### config.mk
export PLATFORM = sky130hd
export DESIGN_NAME = nibble_serial_adder
export DESIGN_NICKNAME = d
export VERILOG_FILES = /design/src/rtl/nibble_serial_adder.sv
export SDC_FILE = /design/constraint.sdc
export NUM_CORES = 1
export LEC_CHECK = 0
export ABC_CLOCK_PERIOD_IN_PS = 4700
export CAP_MARGIN = 20
export CORE_ASPECT_RATIO = 1.4
export CORE_MARGIN = 1.5
export CORE_UTILIZATION = 53
export DETAILED_ROUTE_END_ITERATION = 10
export MAX_ROUTING_LAYER = met4
export PLACE_DENSITY = 0.83
export SETUP_SLACK_MARGIN = 0.05
export SKIP_LAST_GASP = 1
export SYNTH_ARGS = -nofsm -noshare
export SYNTH_HDL_FRONTEND = slang
export SYNTH_HIERARCHICAL = 1
export SYNTH_SLANG_ARGS = --single-unit
### constraint.sdc
create_clock -name clk -period 4.7 [get_ports clk]
set_input_delay 0.47 -clock clk [delete_from_list [all_inputs] [get_ports clk]]
set_output_delay 0.47 -clock clk [all_outputs]
set_load 0.01 [all_outputs]
### src/rtl/nibble_serial_adder.sv
// Nibble-serial wide adder: one fulladder4 is reused across N_NIBBLES slices,
// LSB first, with the inter-slice carry held in a register.

module fulladder4 (
   input  logic [3:0] Ain,
   input  logic [3:0] Bin,
   input  logic       Cin,
   output logic [3:0] Sum,
   output logic       Cout
);

   logic [4:0] total;

   always_comb begin
      total = {1'b0, Ain} + {1'b0, Bin} + {4'd0, Cin};
      Sum   = total[3:0];
      Cout  = total[4];
   end

endmodule

// Handshakes: a transfer occurs on a rising edge where valid && ready are both 1;
// valid, once raised, is held with stable data until that transfer edge.
module nibble_serial_adder #(
   parameter int N_NIBBLES = 4
) (
   input  logic                   clk,
   input  logic                   rst,
   input  logic                   in_valid,
   output logic                   in_ready,
   input  logic [4*N_NIBBLES-1:0] a_in,
   input  logic [4*N_NIBBLES-1:0] b_in,
   input  logic                   c_in,
   output logic                   out_valid,
   input  logic                   out_ready,
   output logic [4*N_NIBBLES-1:0] sum_out,
   output logic                   c_out,
   output logic [1:0]             dbg_state
);

   localparam int W  = 4 * N_NIBBLES;
   localparam int CW = (N_NIBBLES > 1) ? $clog2(N_NIBBLES) : 1;
   localparam logic [CW-1:0] LAST = CW'(N_NIBBLES - 1);

   typedef enum logic [1:0] {
      IDLE = 2'd0,
      RUN  = 2'd1,
      DONE = 2'd2
   } state_t;

   state_t        state_q, state_d;
   logic [CW-1:0] cnt_q, cnt_d;
   logic          carry_q, carry_d;
   logic [W-1:0]  a_q, a_d;
   logic [W-1:0]  b_q, b_d;
   logic [W-1:0]  sum_q, sum_d;
   logic          c_out_q, c_out_d;
   logic          out_valid_q, out_valid_d;

   logic [W-1:0]  a_shift;
   logic [W-1:0]  b_shift;
   logic [3:0]    fa_sum;
   logic          fa_cout;

   // Slice select: shift the latched operands down by 4*cnt bits.
   always_comb begin
      a_shift = a_q >> {cnt_q, 2'b00};
      b_shift = b_q >> {cnt_q, 2'b00};
   end

   fulladder4 u_fa (
      .Ain  (a_shift[3:0]),
      .Bin  (b_shift[3:0]),
      .Cin  (carry_q),
      .Sum  (fa_sum),
      .Cout (fa_cout)
   );

   always_comb begin
      state_d     = state_q;
      cnt_d       = cnt_q;
      carry_d     = carry_q;
      a_d         = a_q;
      b_d         = b_q;
      sum_d       = sum_q;
      c_out_d     = c_out_q;
      out_valid_d = out_valid_q;

      case (state_q)
         IDLE: begin
            if (in_valid) begin
               a_d     = a_in;
               b_d     = b_in;
               carry_d = c_in;
               cnt_d   = '0;
               state_d = RUN;
            end
         end
         RUN: begin
            for (int i = 0; i < N_NIBBLES; i++) begin
               if (cnt_q == CW'(i)) begin
                  sum_d[4*i +: 4] = fa_sum;
               end
            end
            carry_d = fa_cout;
            if (cnt_q == LAST) begin
               c_out_d     = fa_cout;
               out_valid_d = 1'b1;
               state_d     = DONE;
            end else begin
               cnt_d = cnt_q + 1'b1;
            end
         end
         DONE: begin
            if (out_ready) begin
               out_valid_d = 1'b0;
               state_d     = IDLE;
            end
         end
         default: begin
            state_d = IDLE;
         end
      endcase
   end

   always_ff @(posedge clk) begin
      if (rst) begin
         state_q     <= IDLE;
         cnt_q       <= '0;
         carry_q     <= 1'b0;
         a_q         <= '0;
         b_q         <= '0;
         sum_q       <= '0;
         c_out_q     <= 1'b0;
         out_valid_q <= 1'b0;
      end else begin
         state_q     <= state_d;
         cnt_q       <= cnt_d;
         carry_q     <= carry_d;
         a_q         <= a_d;
         b_q         <= b_d;
         sum_q       <= sum_d;
         c_out_q     <= c_out_d;
         out_valid_q <= out_valid_d;
      end
   end

   // in_ready depends on state and rst only, never on in_valid or out_ready.
   always_comb begin
      in_ready  = (state_q == IDLE) && !rst;
      out_valid = out_valid_q;
      sum_out   = sum_q;
      c_out     = c_out_q;
      dbg_state = state_q;
   end

endmodule

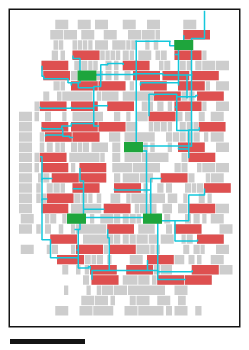
Figure 1: run 1, clock distribution.
Bar = 20 um.
[cyan] clock wires | length: 569 um
[green] clock drivers | count: 5
[red] flip-flops | count: 55
routed clock nets	6
flops lie	widely spread
clock latency at the later pin of the worst-skew pair: 0.31 ns
Clock net power: 0.000238 W
Final Skew: 0.00904 ns
clock power share: 0.266

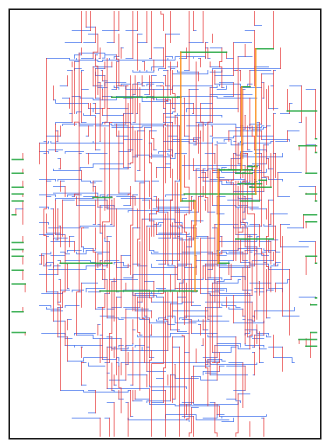
Figure 2: run 1, routed metal, one color a layer.
color	layer	wire length
green	metal 3	167 um
red	metal 2	2,900 um
blue	metal 1	1,950 um
orange	metal 4	110 um
wire length reported by the detailed router: 5130 um
wire per inst: 13.2 um

==> run notes, run 1 <==
Purpose: to document the outcome of synthesis and place and route.

Power and ir drop
The power report attributes to the sequential group a share of 0.565. The power dissipated in sequential cells is between 0.0005 and 0.0006 W. The cell area power density is 289 nW/um^2. The internal power component is approximately 0.00067 W. The reported net switching power is 0.000230 W. In this run the VDD rail shows a maximum IR drop of 0.213 mV. The power report attributes to the combinational group a share of 0.169. The dominant power group is sequential cells.

In this run the static leakage power is ~1.1 nW. Power attributed to combinational cells is ~0.00015 W. The fraction of power spent switching nets is 0.257.

Logic synthesis
For this run, the chip area from Yosys synthesis comes to roughly 2500 um^2. The top cell type by total area after synthesis is sky130_fd_sc_hd__dfxtp_1. The synthesized net count is ~330. The flip-flop and latch count after synthesis is around 55. Counting instances in the post-synthesis netlist gives the leading cell types as sky130_fd_sc_hd__nand2_1 (81), sky130_fd_sc_hd__dfxtp_1 (55), sky130_fd_sc_hd__a21oi_1 (51). In this run, the synthesized area fraction spent on and/or/nand/nor cells is recorded as 0.219.

The most instantiated flip-flop cell in the synthesis netlist is sky130_fd_sc_hd__dfxtp_1. Per the post-synthesis stats, the area per cell is 8.87 um^2. The area fraction of the largest cell type after synthesis is 0.442. Of the post-synthesis cell area, the part taken by muxes is 0.0763. The count of distinct cell types in the synthesized netlist is 31. The post-synthesis share of cell area spent on xor and xnor gates is 0.00703. The share of async-settable or async-resettable flops after synthesis is 0. For this run, the register share of the synthesized area comes to 0.442. Counting the warning lines in the Yosys log gives 6. Per the Yosys statistics, synthesis produced about 280 cells.

After technology mapping, the gate count stands at 281. The count of library flops with an enable pin is 0. The post-synthesis share of cell area spent on full adders, half adders and majority gates is 0.0563. In the post-synthesis netlist, the biggest area contributors are sky130_fd_sc_hd__dfxtp_1 (44%), sky130_fd_sc_hd__nand2_1 (12%), sky130_fd_sc_hd__a21oi_1 (10%).

The largest combinational cell category by area is simple AND/OR/NAND/NOR gates. The share of synthesized cell area in and-or and or-and compound cells is 0.127. The top cell type by instance count after synthesis is sky130_fd_sc_hd__nand2_1.

The area of the mapped netlist is between 2000 and 2500 um^2.

Global routing
The global routing usage summed across all routing layers is 0.233. The initial antenna violation count was 0. The first-pass GRT wire length is 8850 um. The number of global-route vias before repair is about 2,000. The residual overflow from global routing is 0. The largest net degree at the start of global routing is ~57.

Worst setup path
Per STA, the startpoint of the critical path is cnt_q[0]$_SDFFE_PP0P_. On the critical path the data arrives at 3.04 ns. The most critical setup path has its endpoint at carry_q$_SDFFE_PP0P_.

STA lists the endpoint of the worst register-to-register path as carry_q$_SDFFE_PP0P_. The launching element type of the critical path is a flop. The endpoint type of the worst setup path is a flop.

The top fanout value on the critical path is 13. The startpoint of the worst-slack reg-to-reg timing path is cnt_q[0]$_SDFFE_PP0P_. Data on the critical path is required at its endpoint by between 4 and 5 ns.

The worst reg-to-reg setup slack is 1.82 ns. The kind of critical path is reg -> reg. The number of cells on the worst reg-to-reg path is 9.

Timing
After layout, the worst setup slack is approximately 1.8 ns. The setup TNS is 0 ns. The peak clock frequency supported by timing is between 0.3 and 0.4 GHz. Setup repair after global routing left no endpoint under its margin.

The max-slew headroom at the worst pin is 0.355. The final worst-path cycle share is 0.614. The final timing report lists a max-slew violation count of 0.

The slew at the pin closest to its max-slew limit is 0.968 ns. The worst path in the final design needs a cycle of between 2 and 3 ns, including I/O delays and setup. The number of endpoints with negative hold slack in the final report is 0. The end-of-flow timing check tallies setup violations at 0.

CTS
The clock tree from TritonCTS is yes. The CTS report gives the tree buffer count as 5. The number of clock sinks seen by CTS is roughly 55. The H-tree was split into 2 levels. The cell at the root of the clock tree is sky130_fd_sc_hd__clkbuf_8.

The count of hold-fix buffers inserted at cts is 0. The maximum buffer depth of the clock tree is 2. The CTS clock-pin slew for the worst setup and hold paths is approximately 0.090 ns. The number of instances resized during post-cts repair is 0.

The number of setup buffers added after CTS is 0.

Final layout
The number of diodes added for antenna fixing is 0. The final-stage net count is around 380. The area growth from synthesis to layout is 24.5%.

The share of final-layout standard cells stronger than drive strength 1 is 0.0703.

Die
The number of I/O pins is 58. In this run the standard cell core region covers 4540 um^2. For this configuration, the core starts out at a cell density of 0.549.

The area of the die is 5130 um^2. The die outline height is approximately 84 um. The die extent in x is around 61 um.

Place
The pre-CTS setup check shows a worst slack of 1.90 ns. The final weighted congestion recorded by global placement is slightly above 0.9. In this run the tool buffered the top-level ports with 57 buffer cells.

The placed wire-length estimate after detailed placement is roughly 3600 um.

Route
Per the detail_route report, the via count comes to about 2,100. TritonRoute reported its final design rule violation total as 0. The tally of nets with antenna violations remaining after routing is 0. The pre-antenna-repair detailed-routing pass consisted of 5 iterations. Once iteration 0 of detailed routing completed, the report listed 97 DRC markers.

The vias per cell is roughly 5.3.

Flow run
In this run the maximum-capacitance check reported violations numbering 0. The tool warning count is 30.

Worst hold path
The worst hold path belongs to the class reg -> reg.

Run status
The run finished with clean final reports.
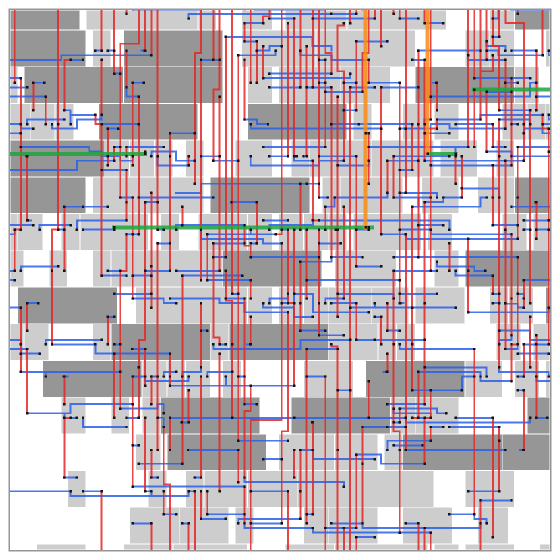
Figure 3: run 1, layout detail.
Region (10, 5) to (50, 45) um. Cells in gray, sequential cells in the stronger gray; small squares are vias.
color	layer
red	metal 2
blue	metal 1
orange	metal 4
green	metal 3
netlist names of flops here include	`a_q` (14), `cnt_q` (2), `dbg_state` (2)
cells with their middle in the window	127
sequential cells in the window	22
most frequent	nand2_1 (22), dfxtp_1 (22), a21oi_1 (21)

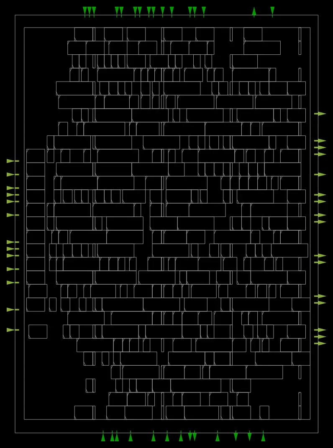
Figure 4: run 1, placed standard cells.
number of standard-cell rows in the floorplan: 29
post-route insts no fill: 389
num sequential: 55
num tapcells: 62
register share of the cell area: 0.355

==> run 1: worst max-delay path, cell delays in order, from the launching register on <==
cell	delay (ns)
sky130_fd_sc_hd__dfxtp_1	0.78
sky130_fd_sc_hd__mux4_2	0.63
sky130_fd_sc_hd__fa_1	0.48
sky130_fd_sc_hd__inv_1	0.09
sky130_fd_sc_hd__fa_1	0.21
sky130_fd_sc_hd__nor2b_1	0.06
sky130_fd_sc_hd__o21ai_0	0.20
sky130_fd_sc_hd__nand2b_1	0.13
sky130_fd_sc_hd__inv_1	0.09
sky130_fd_sc_hd__a2111oi_2	0.06
==> run 1: metrics by stage <==
step	cells	util	instance area, um^2	hold WS, ns	total power [W]
final	389	0.684	3100	0.456	0.000897
after global routing	389	0.684	3100	0.478	0.000938
after CTS	387	0.674	3060	0.458	0.000894
after detailed placement	381	0.658	2990	0.446	0.000662
after global placement	381	0.658	2990	0.440	0.000658
after floorplan	281	-	2490	0.433	0.000611
==> run 1: per-layer routing <==
layer / global-route usage / part of all wire / up-vias
met5: - / 0 / -
met4: 0.0968 / 0.021 / 0
met3: 0.0512 / 0.033 / 11
met2: 0.375 / 0.57 / 58
met1: 0.273 / 0.38 / 976
li1: - / - / 1035
==> run 1: worst min path at each step <==
stage                        startpoint                        to  slack, ns  depth (start not counted)
2_1_floorplan      a_q[10]$_SDFFE_PP0P_      a_q[10]$_SDFFE_PP0P_       0.43                          2
3_3_place_gp        a_q[1]$_SDFFE_PP0P_       a_q[1]$_SDFFE_PP0P_       0.44                          2
3_5_place_dp   sum_out[11]$_SDFFE_PP0P_  sum_out[11]$_SDFFE_PP0P_       0.45                          2
4_1_cts             a_q[6]$_SDFFE_PP0P_       a_q[6]$_SDFFE_PP0P_       0.46                          2
5_1_grt             a_q[6]$_SDFFE_PP0P_       a_q[6]$_SDFFE_PP0P_       0.48                          2
6_report           b_q[14]$_SDFFE_PP0P_      b_q[14]$_SDFFE_PP0P_       0.46                          2
==> run 1: cells by family after synthesis <==
logic type,count (synthesis)
adders and majority gates,10
AOI/OAI and AO/OA,58
DFF,55
muxes,9
and+or+nand+nor,120
xor gates and xnor gates,2
buffers and inverters,27
==> run 1: flip-flops by register name, indices dropped and copies added (netlist names) <==
| register | cells |
|---|---|
| cnt_q | 2 |
| dbg_state | 2 |
| carry_q | 1 |
| b_q | 16 |
| a_q | 16 |
| sum_out | 16 |
| out_valid | 1 |
| c_out | 1 |
==> run 1: final cells by class <==
type / count / area (um^2)
timing repair buffer: 59 / 608
sequential: 55 / 1100
clock buffer: 6 / 72.6
inverter: 8 / 30.0
multi-input combinational: 199 / 1210
tap: 62 / 77.6
fill: 383 / 1440
==> run 1: cells in the final DEF, fill, tap and decap left out, drive strengths merged, types with 2 or more instances in the layout <==
cell / n
a21oi: 53
buf: 3
clkbuf: 6
clkdlybuf4s50: 56
dfxtp: 55
fa: 2
ha: 8
inv: 8
mux4: 8
nand2: 81
nand2b: 2
nand3: 21
nand3b: 4
nor2: 4
nor3: 3
or3b: 2
xnor2: 2
## Run 2: what changed since run 1
--- a/config.mk
+++ b/config.mk
@@ -5,14 +5,14 @@
 export SDC_FILE = /design/constraint.sdc
 export NUM_CORES = 1
 export LEC_CHECK = 0
-export ABC_CLOCK_PERIOD_IN_PS = 4700
+export ABC_CLOCK_PERIOD_IN_PS = 2500
 export CAP_MARGIN = 20
 export CORE_ASPECT_RATIO = 1.4
 export CORE_MARGIN = 1.5
-export CORE_UTILIZATION = 53
+export CORE_UTILIZATION = 45
 export DETAILED_ROUTE_END_ITERATION = 10
 export MAX_ROUTING_LAYER = met4
-export PLACE_DENSITY = 0.83
+export PLACE_DENSITY = 0.75
 export SETUP_SLACK_MARGIN = 0.05
 export SKIP_LAST_GASP = 1
 export SYNTH_ARGS = -nofsm -noshare
==> constraint.sdc (replaced) <==
create_clock -name clk -period 2.5 [get_ports clk]
set_input_delay 0.25 -clock clk [delete_from_list [all_inputs] [get_ports clk]]
set_output_delay 0.25 -clock clk [all_outputs]
set_load 0.01 [all_outputs]
==> run 2 against run 1 <==
Hold slack improved by 0.0010 ns. Utilization fell by 8.5 points. Non-clock buffer count rose by 4. Global-route usage fell by 5.3 points. Largest power group unchanged.
==> run notes, run 2 <==
Purpose: to document the outcome of synthesis and place and route.

Run status
The run finished with clean final reports.

CTS
The maximum buffer depth of the clock tree is 2 (unchanged). The cell at the root of the clock tree is sky130_fd_sc_hd__clkbuf_8. The clock latency of the later-clocked register in the worst-skew pair is 0.31 ns (about the same). The CTS clock-pin slew for the worst setup and hold paths is 0.10 ns (about the same).

The total CTS buffers came to 5 (unchanged). The post-CTS setup buffer count is 0 (unchanged).

Worst setup path
For the worst reg-to-reg path, the startpoint reported by OpenROAD is cnt_q[0]$_SDFFE_PP0P_. Counting stages on the worst path, the most repeated cell is sky130_fd_sc_hd__fa_1. Among all stages on the critical path, the largest delay is contributed by sky130_fd_sc_hd__mux4_2. The worst reg-to-reg setup slack is 0.21 ns (-1.61 ns). The number of cells on the worst reg-to-reg path is 7 (-2). The largest stage delay on the critical path was 0.53 ns (-0.25 ns).

The capturing point of the worst reg2reg path is sum_out[9]$_SDFFE_PP0P_. The launching element type of the critical path is a flop. Per STA, the worst path is made up of mux4_2 -> fa_1 -> inv_1 -> fa_1 -> inv_2 -> nand3_1 -> a21oi_1. The top fanout value on the critical path is 4 (-9). The signal arrival time at the worst endpoint came to 2.54 ns (-0.50 ns).

The required arrival time at the worst endpoint is 2.75 ns (-2.11 ns). The worst setup path is of the reg -> reg kind.

Route
The tally of nets with antenna violations remaining after routing was 0 (unchanged). The number of search-and-repair iterations in the first detailed-routing pass is 4 (-1). The vias per cell is 5.14 (-3.9%). The average detailed-routed wire length per instance came to 12.3 um (-6.5%). The remaining routing DRC violations is 0 (unchanged). The total vias in the final route is 2,050 (-1.4%). The total wire length is 4920 um (-4.1%). The violation count after the first detailed-routing iteration is 170 (+75%).

Die
The initial cell density of the core was 0.476 (-0.0735). The number of I/O pins came to 58 (unchanged). The area of the die is 6000 um^2 (+17%). The die extent in x is 65.9 um (+8.1%). The core footprint came to 5240 um^2 (+15%).

The number of rows created at floorplan is 31 (+6.9%).

Logic synthesis
The register share after synthesis is 0.442 (unchanged). The cell count after synthesis was 281 (unchanged). The main area contributors are sky130_fd_sc_hd__dfxtp_1 (44%), sky130_fd_sc_hd__nand2_1 (12%), sky130_fd_sc_hd__a21oi_1 (10%).

The share of async-settable or async-resettable flops after synthesis is 0 (unchanged). The area of the mapped netlist was 2490 um^2 (unchanged). The flip-flop and latch count after synthesis is 55 (unchanged). The area of the synthesized netlist per yosys stat is 2490 um^2 (unchanged). The area share of the largest cell type after synthesis is 0.442 (unchanged).

The most instantiated flip-flop cell in the synthesis netlist is sky130_fd_sc_hd__dfxtp_1. Counting instances in the post-synthesis netlist gives the leading cell types as sky130_fd_sc_hd__nand2_1 (81), sky130_fd_sc_hd__dfxtp_1 (55), sky130_fd_sc_hd__a21oi_1 (51). The number of warning messages in the yosys log came to 6 (unchanged). The count of distinct cell types in the synthesized netlist came to 31 (unchanged).

The average cell area after synthesis came to 8.87 um^2 (unchanged). The yosys stat cell total is 281 (unchanged). The count of library flops with an enable pin is 0 (unchanged).

Timing
The setup TNS came to 0 ns (unchanged). The clock skew is 0.00802 ns (-0.00102 ns). Setup repair after global routing left no endpoint under its margin. The peak clock frequency supported by timing is 0.436 GHz (+26%).

The final count of negative-setup-slack endpoints is 0 (unchanged). The number of endpoints with negative hold slack in the final report is 0 (unchanged). The max-slew headroom at the worst pin came to 0.630 (+0.276). The minimum setup slack in the final design is 0.208 ns (-1.61 ns).

Place
The post-placement setup slack is 0.0998 ns (-1.80 ns). The number of port buffers was 57 (unchanged). The placed wire-length estimate after detailed placement is 3630 um (+0.19%). The final RePlAce weighted congestion is 0.846 (-7.3%).

Power and ir drop
The cell area power density was 548 nW/um^2 (+90%). The largest voltage drop on the vdd net is 0.338 mV (+59%). The relative contribution of combinational cells to total power is 0.168 (about the same).

The reported net switching power is 0.000456 W (+98%). The sequential fraction of design power is 0.552 (-0.013). The fraction of power spent switching nets is 0.266 (+0.00898).

The reported leakage power was 1.13 nW (+1.8%).

Global routing
The initial antenna violation count is 0 (unchanged). The number of global-route vias before repair is 1,936 (-4.6%). The met1 routing resource usage after global routing came to 0.185 (-0.0874). The layer flagged by global routing as most heavily used is met2. The global routing usage summed across all routing layers was 0.180 (-0.0531). The met2 usage was 0.320 (-0.0555). The first-pass GRT wire length is 8220 um (-7.2%). The met3 demand-to-capacity share in global routing was 0.0458 (-0.00531).

Flow run
The tool warning count came to 30 (unchanged). The reported max-cap violation count is 0 (unchanged).

Worst hold path
In the hold report, the worst path ends at a_q[9]$_SDFFE_PP0P_. The start point of the worst hold path is a_q[9]$_SDFFE_PP0P_. The worst min-delay path class is reg -> reg.

Final layout
The area of combinational cells with multiple inputs was 1220 um^2 (+0.62%). The number of filler cells placed in the layout is 486 (+27%). By instance count after routing, the leading logic cell types are sky130_fd_sc_hd__nand2_1 (81), sky130_fd_sc_hd__clkdlybuf4s50_1 (56), sky130_fd_sc_hd__dfxtp_1 (54). The storage element area is 1100 um^2 (+0.11%).

The final non-filler cell total was 399 (+2.6%). The number of diodes added for antenna fixing is 0 (unchanged). The share of final-layout standard cells stronger than drive strength 1 is 0.0991 (+0.0288).
## run 2: cell counts after synthesis
Identical to the previous run, type by type.
## run 2: what timing repair did
action,CTS,global route
gates resized,0,3
endpoints found under the hold margin,0,0
endpoints found under the setup margin,0,11
## run 2: cells by family after synthesis
family	synth area share
simple gates	0.219
compound gates	0.127
flops	0.442
buf+inv	0.0718
fa+ha+maj	0.0563
mux	0.0763
xor+xnor	0.00703
## run 2: layer usage
layer	wire [um]	up-vias
met5	0	-
met4	81	0
met3	185	6
met2	2580	43
met1	2070	957
li1	-	1044
## run 2: power by group through the flow
stage,Sequential [W],Clock [W],Combinational (W)
finish,0.000947,0.000482,0.000289
global route,0.000954,0.000527,0.000317
CTS,0.000947,0.000492,0.000286
detailed placement,0.000968,0,0.000286
global placement,0.000968,0,0.000280
floorplan,0.000959,0,0.000190
## run 2: how the worst max path moves through the flow
stage | from | to | slack, ns
after floorplan | cnt_q[0]$_SDFFE_PP0P_ | sum_out[13]$_SDFFE_PP0P_ | 0.08
after global placement | cnt_q[0]$_SDFFE_PP0P_ | sum_out[1]$_SDFFE_PP0P_ | 0.19
after detailed placement | cnt_q[0]$_SDFFE_PP0P_ | sum_out[9]$_SDFFE_PP0P_ | 0.1
after CTS | cnt_q[0]$_SDFFE_PP0P_ | sum_out[9]$_SDFFE_PP0P_ | 0.08
after global routing | cnt_q[0]$_SDFFE_PP0P_ | sum_out[9]$_SDFFE_PP0P_ | 0.08
final | cnt_q[0]$_SDFFE_PP0P_ | sum_out[9]$_SDFFE_PP0P_ | 0.21
## run 2: area by class of cell
| type | count | area share |
|---|---|---|
| clock buffers | 5 | 0.0220 |
| clock inverters | 3 | 0.00639 |
| inverters | 8 | 0.00958 |
| multi-input cells | 199 | 0.389 |
| flip-flops and latches | 55 | 0.352 |
| well taps | 66 | 0.0264 |
| repair buffers | 63 | 0.195 |
## run 2: per-stage QoR
step | power [W] | area, um^2
6_report | 0.00172 | 3130
5_1_grt | 0.00180 | 3130
4_1_cts | 0.00173 | 3120
3_5_place_dp | 0.00125 | 3040
3_3_place_gp | 0.00125 | 3040
2_1_floorplan | 0.00115 | 2490
## run 2: critical path, delay by kind of cell, from the launching register on
kind	cells	cell delay, ns
and+or+nand+nor	1	0.09
buffers and inverters	2	0.19
DFF	1	0.39
adders and majority gates	2	0.89
muxes	1	0.53
AOI/OAI and AO/OA	1	0.14
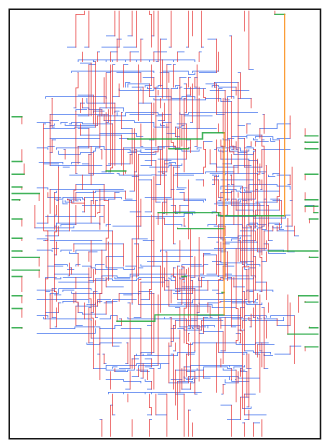
Figure 5: run 2, routed metal, one color a layer.
color	layer	wire length
red	metal 2	2,580 um
green	metal 3	186 um
blue	metal 1	2,070 um
orange	metal 4	81.6 um

Power and IR drop assume default switching activity.
